### src/rtl/input_loop_pipe.sv
// rtl/input_loop_pipe.sv - pipelined multiply/adder-tree/accumulate input-channel loop with valid/ready handshakes
// Optional INPUT_LOOP_PIPE_SAT_EN: saturate the final narrowing instead of two's-complement wrap.
module input_loop_pipe #(
    parameter int Tn_p         = 4,
    parameter int data_width_p = 16,
    parameter int frac_bits_p  = 8,
    parameter int acc_width_p  = 40
) (
    input  logic                            clk_i,
    input  logic                            reset_n_i,
    input  logic                            v_i,
    output logic                            ready_o,
    input  logic [Tn_p*data_width_p-1:0]    fm_i,
    input  logic [Tn_p*data_width_p-1:0]    weights_i,
    input  logic [data_width_p-1:0]         fm_init_i,
    input  logic                            first_i,
    input  logic                            last_i,
    output logic                            v_o,
    input  logic                            ready_i,
    output logic [data_width_p-1:0]         fm_o
);

    localparam int W  = data_width_p;
    localparam int PW = 2 * data_width_p;
    localparam int AW = acc_width_p;

    logic stall;
    logic accept;

    assign stall   = v_o && !ready_i;
    assign ready_o = !stall;
    assign accept  = v_i && ready_o;

    // Stage 1: per-lane full-precision products plus beat sideband
    logic                 s1_v;
    logic                 s1_first;
    logic                 s1_last;
    logic [W-1:0]         s1_init;
    logic signed [PW-1:0] s1_prod [Tn_p];

    always_ff @(posedge clk_i or negedge reset_n_i) begin
        if (!reset_n_i) begin
            s1_v     <= 1'b0;
            s1_first <= 1'b0;
            s1_last  <= 1'b0;
            s1_init  <= '0;
            for (int k = 0; k < Tn_p; k++) begin
                s1_prod[k] <= '0;
            end
        end else if (!stall) begin
            s1_v     <= accept;
            s1_first <= first_i;
            s1_last  <= last_i;
            s1_init  <= fm_init_i;
            for (int k = 0; k < Tn_p; k++) begin
                s1_prod[k] <= $signed(fm_i[k*W +: W]) * $signed(weights_i[k*W +: W]);
            end
        end
    end

    // Stage 2: sign-extended reduction of all lane products
    logic signed [AW-1:0] tree_sum;

    always_comb begin
        tree_sum = '0;
        for (int k = 0; k < Tn_p; k++) begin
            tree_sum = tree_sum + {{(AW-PW){s1_prod[k][PW-1]}}, s1_prod[k]};
        end
    end

    logic                 s2_v;
    logic                 s2_first;
    logic                 s2_last;
    logic [W-1:0]         s2_init;
    logic signed [AW-1:0] s2_sum;

    always_ff @(posedge clk_i or negedge reset_n_i) begin
        if (!reset_n_i) begin
            s2_v     <= 1'b0;
            s2_first <= 1'b0;
            s2_last  <= 1'b0;
            s2_init  <= '0;
            s2_sum   <= '0;
        end else if (!stall) begin
            s2_v     <= s1_v;
            s2_first <= s1_first;
            s2_last  <= s1_last;
            s2_init  <= s1_init;
            s2_sum   <= tree_sum;
        end
    end

    // Stage 3: accumulate; products carry 2*frac_bits_p fraction bits, so the seed is pre-shifted
    logic signed [AW-1:0] acc;
    logic signed [AW-1:0] acc_seed;
    logic signed [AW-1:0] acc_next;
    logic [W-1:0]         narrow_res;

    assign acc_seed = {{(AW-W){s2_init[W-1]}}, s2_init} <<< frac_bits_p;
    assign acc_next = (s2_first ? acc_seed : acc) + s2_sum;

`ifdef INPUT_LOOP_PIPE_SAT_EN
    localparam logic signed [AW-1:0] sat_max = {{(AW-W+1){1'b0}}, {(W-1){1'b1}}};
    localparam logic signed [AW-1:0] sat_min = {{(AW-W+1){1'b1}}, {(W-1){1'b0}}};

    logic signed [AW-1:0] acc_shifted;

    assign acc_shifted = acc_next >>> frac_bits_p;

    always_comb begin
        narrow_res = acc_shifted[W-1:0];
        if (acc_shifted > sat_max) begin
            narrow_res = sat_max[W-1:0];
        end else if (acc_shifted < sat_min) begin
            narrow_res = sat_min[W-1:0];
        end
    end
`else
    // Arithmetic shift then wrap reduces to a plain bit slice
    assign narrow_res = acc_next[frac_bits_p +: W];
`endif

    logic         s3_out_v;
    logic [W-1:0] s3_res;

    always_ff @(posedge clk_i or negedge reset_n_i) begin
        if (!reset_n_i) begin
            acc      <= '0;
            s3_out_v <= 1'b0;
            s3_res   <= '0;
        end else if (!stall) begin
            s3_out_v <= s2_v && s2_last;
            if (s2_v) begin
                acc <= acc_next;
            end
            if (s2_v && s2_last) begin
                s3_res <= narrow_res;
            end
        end
    end

    // Output register: reloads in the same cycle as a transfer for back-to-back results
    always_ff @(posedge clk_i or negedge reset_n_i) begin
        if (!reset_n_i) begin
            v_o  <= 1'b0;
            fm_o <= '0;
        end else if (!stall) begin
            v_o <= s3_out_v;
            if (s3_out_v) begin
                fm_o <= s3_res;
            end
        end
    end

endmodule
### config.mk
export PLATFORM = sky130hd
export DESIGN_NAME = input_loop_pipe
export DESIGN_NICKNAME = d
export VERILOG_FILES = /design/src/rtl/input_loop_pipe.sv
export SDC_FILE = /design/constraint.sdc
export NUM_CORES = 2
export LEC_CHECK = 0
export ABC_AREA = 1
export CAP_MARGIN = 0
export CORE_UTILIZATION = 47
export DETAILED_ROUTE_END_ITERATION = 6
export PLACE_DENSITY_LB_ADDON = 0.08
export SLEW_MARGIN = 0
export SYNTH_ARGS = -nofsm -noshare
export SYNTH_HDL_FRONTEND = slang
export SYNTH_SLANG_ARGS = --single-unit
export TNS_END_PERCENT = 5
### constraint.sdc
create_clock -name clk_i -period 2.8 [get_ports clk_i]
set_input_delay 0.56 -clock clk_i [delete_from_list [all_inputs] [get_ports clk_i]]
set_output_delay 0.56 -clock clk_i [all_outputs]
set_load 0.02 [all_outputs]
### Metal 1

Scale bar: 100 µm. Supply wires on this layer in gray.
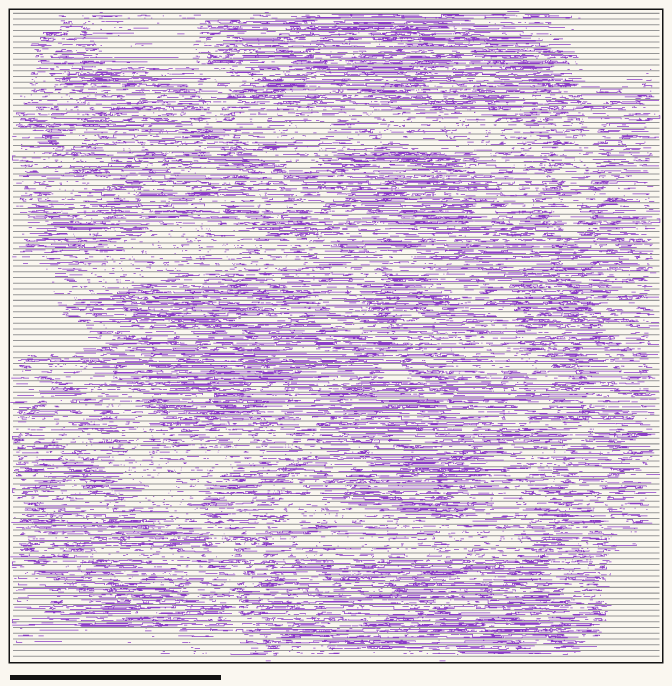
The wires run mostly horizontal. The layer holds 44% of the routed length.
GR Util met1: 0.3614
Routed Wire Length: 122.7 mm
via count: 37901

### Met3 routing

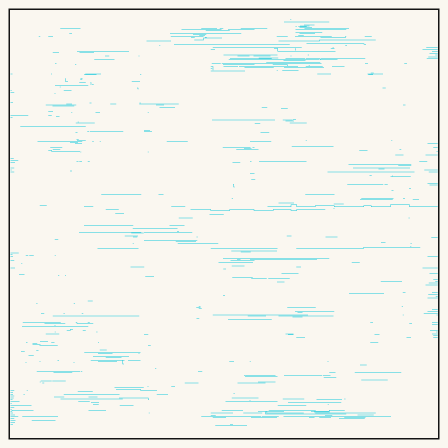
The wires run mostly horizontal. 343 nets have wire on it. The longest straight run is 83.3 µm. The layer carries 5630 µm of wire. The layer holds 4.6% of the routed length.
met3 Track Usage GR: 0.02932

==> flow_summary.json <==
{
  "status": "finished with violations",
  "violations": "setup timing",
  "setup_ws_ns": -2.487,
  "crit_arrival_ns": 5.71,
  "globalRouteMet2Util": 0.4497,
  "cts_max_path_buffers": 3,
  "fin_worst_skew_ns": 0.02110,
  "worstReg2RegStart": "s1_prod[33]$_DFFE_PN0N_",
  "setup_viol_count_final": 94,
  "synthFlopType": "dfrtp_1",
  "yosys.area.top_type_share": 0.3594,
  "critPathLaunchType": "primary input",
  "yosys_area_um2": 44290,
  "stdcell_count": 7880,
  "seq_share": 0.09407,
  "first_pass_iters": 5,
  "hold_path_class": "primary input to async pin",
  "yosysWarnings": 0,
  "insertedDiodeCount": 0,
  "mi_logic_area_um2": 34440,
  "path_cells": "clkdlybuf4s50_1 > buf_6 > nand2_1 > inv_1 > fa_1 > inv_2 > fa_1 > inv_1 > fa_1 > fa_1 > fa_1 > inv_1 > fa_1 > inv_2 > ha_4 > a21oi_4 > o21ai_2 > a21oi_2 > o211ai_1 > buf_4 > or2_2 > nand3_2 > nand2_1",
  "cts_setup_buffers": 117,
  "grt_most_used_layer": "met2",
  "crit_top_cell": "fa_1",
  "topCellsByArea": "fa_1 36%, nand2_1 14%, inv_1 14%, dfrtp_1 12%, ha_1 9.5%",
  "synth_area_um2": 44290,
  "grt_pass1_vias": 39415,
  "cts_root_buf": "clkbuf_16",
  "hold_buffers": 1,
  "yosysUniqueCellTypes": 45,
  "critPathSlowestCell": "fa_1",
  "final_cell_mix": "1587 x nand2_1, 1551 x inv_1, 742 x fa_1, 591 x buf_4, 240 x ha_1",
  "gr-total-overflow": 0,
  "top_area_cell": "fa_1",
  "post-route-min-period_ns": 5.287,
  "final_util": 0.6165
}
### The metal 2 layer

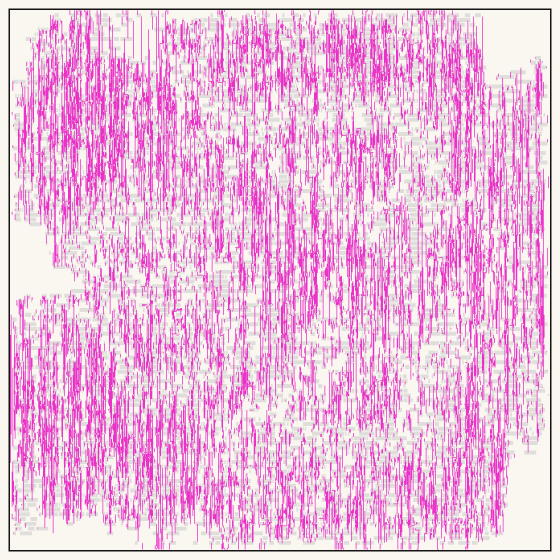
The longest straight run is 100 µm. The layer holds 48% of the routed length.

### The metal 4 layer

Scale bar: 100 µm. Supply wires on this layer in gray.
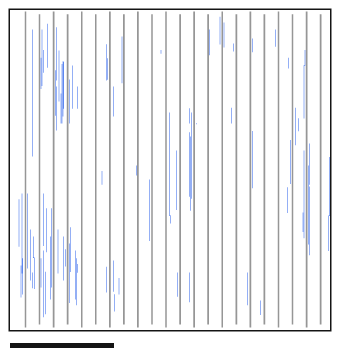
The wires run mostly vertical. The layer holds 2.7% of the routed length. The longest straight run is 122 µm.

-- worst max-delay path, delay by kind of cell --
| kind | cells | cell delay (ns) |
|---|---|---|
| buf+inv | 8 | 0.96 |
| compound gates | 4 | 0.43 |
| fa+ha+maj | 7 | 3.31 |
| simple gates | 4 | 0.44 |
-- cells by family after synthesis --
kind of cell               synth area share
muxes                              0.001271
AOI/OAI and AO/OA                   0.05458
DFF                                  0.1221
buffers and inverters                0.1576
xor gates and xnor gates            0.01641
and+or+nand+nor                      0.1932
adders and majority gates            0.4549
-- flip-flops by register name, summed over array words and instances, names as in the netlist --
name	count
s1_first	1
s2_first	1
s1_last	1
s2_sum	24
s3_out_v	1
s3_res	16
acc	24
s2_last	1
s2_v	1
fm_o	16
v_o	1
s1_init	16
s1_prod	96
s2_init	16
s1_v	1
